Design audio_sample_packet_multichannel, sky130hd; sources not shown.
==> images/met1.png <==
The bar under the picture is 100 µm long.
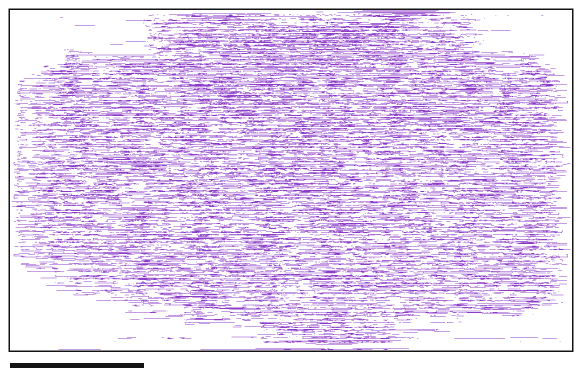
main direction: horizontal
wire length on this layer: 69.9 mm
share of all routed wire: 31%
nets with wire on the layer: 4,151
longest straight run: 87.4 µm
GR Util met1: 53.7%
final WL: 224,000 µm

==> images/met2.png <==
The bar under the picture is 100 µm long.
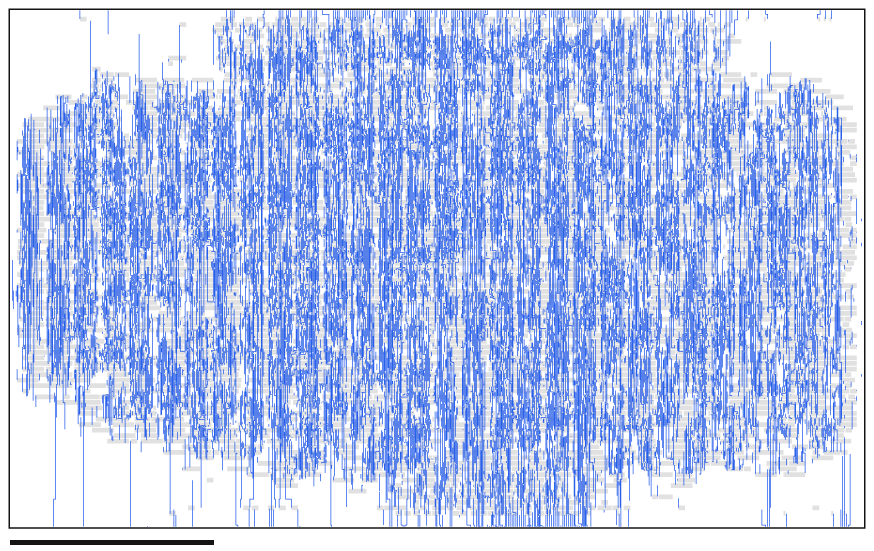
main direction: vertical
nets with wire on the layer: 3,960
Via Count: 46,000
met2 usage: 56.2%

==> images/met3.png <==
The bar under the picture is 100 µm long.
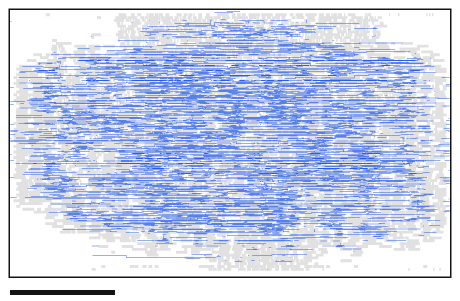
main direction: horizontal
longest straight run: 175 µm
wire length on this layer: 45.4 mm
GR met3 Demand/Resource: 22.8%

==> images/met4.png <==
The bar under the picture is 100 µm long.
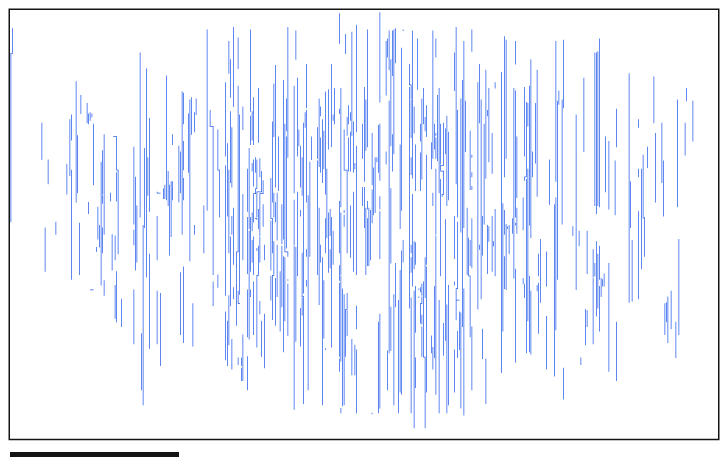
longest straight run: 178 µm
nets with wire on the layer: 309

==> impl_metrics.env <==
# yosys + openroad results
export IMPL_ant_nets=0
export IMPL_avgSynthCellArea_um2=15.1
export IMPL_grt_pass1_vias=43400
export IMPL_final_cell_mix="832 x edfxtp_1, 774 x mux4_2, 481 x nand2_1"
export IMPL_numCtsBuffers=100
export IMPL_nFillCells=6360
export IMPL_area_leaders="edfxtp_1 40%, mux4_2 28%, dfxtp_1 8.2%"
export IMPL_cp_end_kind="register"
export IMPL_async_flop_share_pct=0
export IMPL_fmax_mhz=157
export IMPL_drive_gt1_share_pct=26.4
export IMPL_finalSetupTns_ps=0
export IMPL_warning_count=57
export IMPL_seq_area_um2=30100
export IMPL_status="finished with violations"
export IMPL_synth_cell_types=72
export IMPL_ys_seq_share_pct=48.4
export IMPL_area_growth_syn_to_layout_pct=11.8
export IMPL_grt_max_degree=135
export IMPL_die_y_um=253
export IMPL_hpwl_um=144000
export IMPL_yosys_warnings=0
export IMPL_fin_cells=5714
export IMPL_post_route_util_pct=69.0
export IMPL_ys_chip_area_um2=62200
export IMPL_power_total_mw=24.3
export IMPL_fin_area_um2=69500
export IMPL_vdd_drop_max_mv=0.307
export IMPL_yosysTopAreaCellShare_pct=40.2
export IMPL_reg2reg_slack_ps=1420
export IMPL_compound_area_share_pct=6.85
export IMPL_drc=0
export IMPL_setup_slack_ps=1420
export IMPL_post_place_cells=5516
export IMPL_coreArea_um2=101000
export IMPL_cts_tree="yes"
export IMPL_vias_per_cell=8.05
export IMPL_drv_cap=1
export IMPL_seqPwrFrac_pct=29.2
export IMPL_intPower_mw=14.7
export IMPL_die_width_um=418
export IMPL_tightest_slew_ps=1490
export IMPL_ys_flops=1088
export IMPL_wire_per_inst_um=39.1
export IMPL_power_switching_mw=9.65
export IMPL_cts_reportedPaths_clkPinSlew_ps=70
export IMPL_edf_count=832
export IMPL_hold_buffers=0
export IMPL_ys_sh_adder_pct=0.720
export IMPL_pre_cts_ws_ps=1600
export IMPL_yosys_stat_cells=4125
export IMPL_r2r_cells=12
export IMPL_violations="capacitance limit"
export IMPL_cts_setup_buffers=0
export IMPL_min_period_ps=6380
export IMPL_lay_top_count="edfxtp_1"
export IMPL_ios=311
export IMPL_clockBufferDepth=3
export IMPL_drt_iter0_drc=10700
export IMPL_antenna_found_initial=13
export IMPL_max_slew_margin_rel_pct=0.818
export IMPL_grt_first_pass_wirelength_um=316000
export IMPL_xor_area_share_pct=3.57
export IMPL_htreeDepth=3
export IMPL_hold_class="register to register"
export IMPL_clockPowerShare_pct=22.0
export IMPL_nets=4374
export IMPL_syn_cell_area_um2=62200
export IMPL_worstSkewPairLatency_ps=750
export IMPL_num_rows=90
export IMPL_cp_required_ps=8370
export IMPL_synthFlopType="edfxtp_1"
export IMPL_mux_share_pct=31.5
export IMPL_synth_cells=4125
export IMPL_cts_root_buf="clkbuf_16"
export IMPL_synthTopLogicFamily="multiplexers"
export IMPL_crit_arrival_ps=6950
export IMPL_p_sw_share_pct=39.7
export IMPL_floorplan_core_util_pct=61.7
export IMPL_criticalPathCategory="register to register"
export IMPL_yosysTopAreaCell="edfxtp_1"
export IMPL_logic_area_um2=30100
export IMPL_simple_gate_share_pct=5.18
==> Yosys cell counts (all sizes together) (3+ instances only) <==
cell,count
a21o,4
inv,29
nand2,482
a31oi,55
mux2,37
xnor2,173
xnor3,12
o311a,3
a32oi,56
a22o,111
nor3b,3
a32o,3
nand3,37
nor2,168
edfxtp,832
or3,7
o21ai,60
nor3,17
buf,249
a21oi,139
xor2,47
o22ai,6
and3,15
nand4,6
dfxtp,256
a22oi,113
and2,14
o211ai,4
nand2b,5
clkbuf,119
a211oi,14
nor2b,17
mux2i,173
a221oi,15
o221ai,6
fa,3
ha,31
mux4,774
==> power by group through the flow <==
stage	registers (mW)	clock network [mW]	logic (mW)
detailed placement	7.20	0	11.2
finish	7.10	5.35	11.9
global placement	7.20	0	11.1
global route	7.13	5.56	12.1
floorplan	7.02	0	7.27
CTS	7.08	5.32	11.3
==> worst max-delay path, cell delays in order, from the launching register on <==
cell and delay, ps:
dfxtp_4 810, inv_2 120, ha_4 990, buf_12 650, mux4_2 610, a22o_1 250, a221oi_1 760, xor2_1 180
xnor2_1 500, xnor2_1 190, xnor2_1 600, xnor3_1 320, o21ai_1 140
==> routing by layer <==
layer | GRT usage, % | wire, µm
met1 | 53.7 | 69900
met2 | 56.2 | 90300
met3 | 22.8 | 45400
met4 | 25.9 | 17700
met5 | 0.892 | 287
==> cell type report <==
type | instances | share of cell area [%]
antenna | 11 | 0.0396
clock buffer | 139 | 4.24
clock inverter | 48 | 0.806
inverter | 30 | 0.167
multi-input combinational | 2653 | 43.3
sequential | 1088 | 43.3
tap | 1334 | 2.40
timing repair buffer | 411 | 5.71
Power and IR drop assume default switching activity.
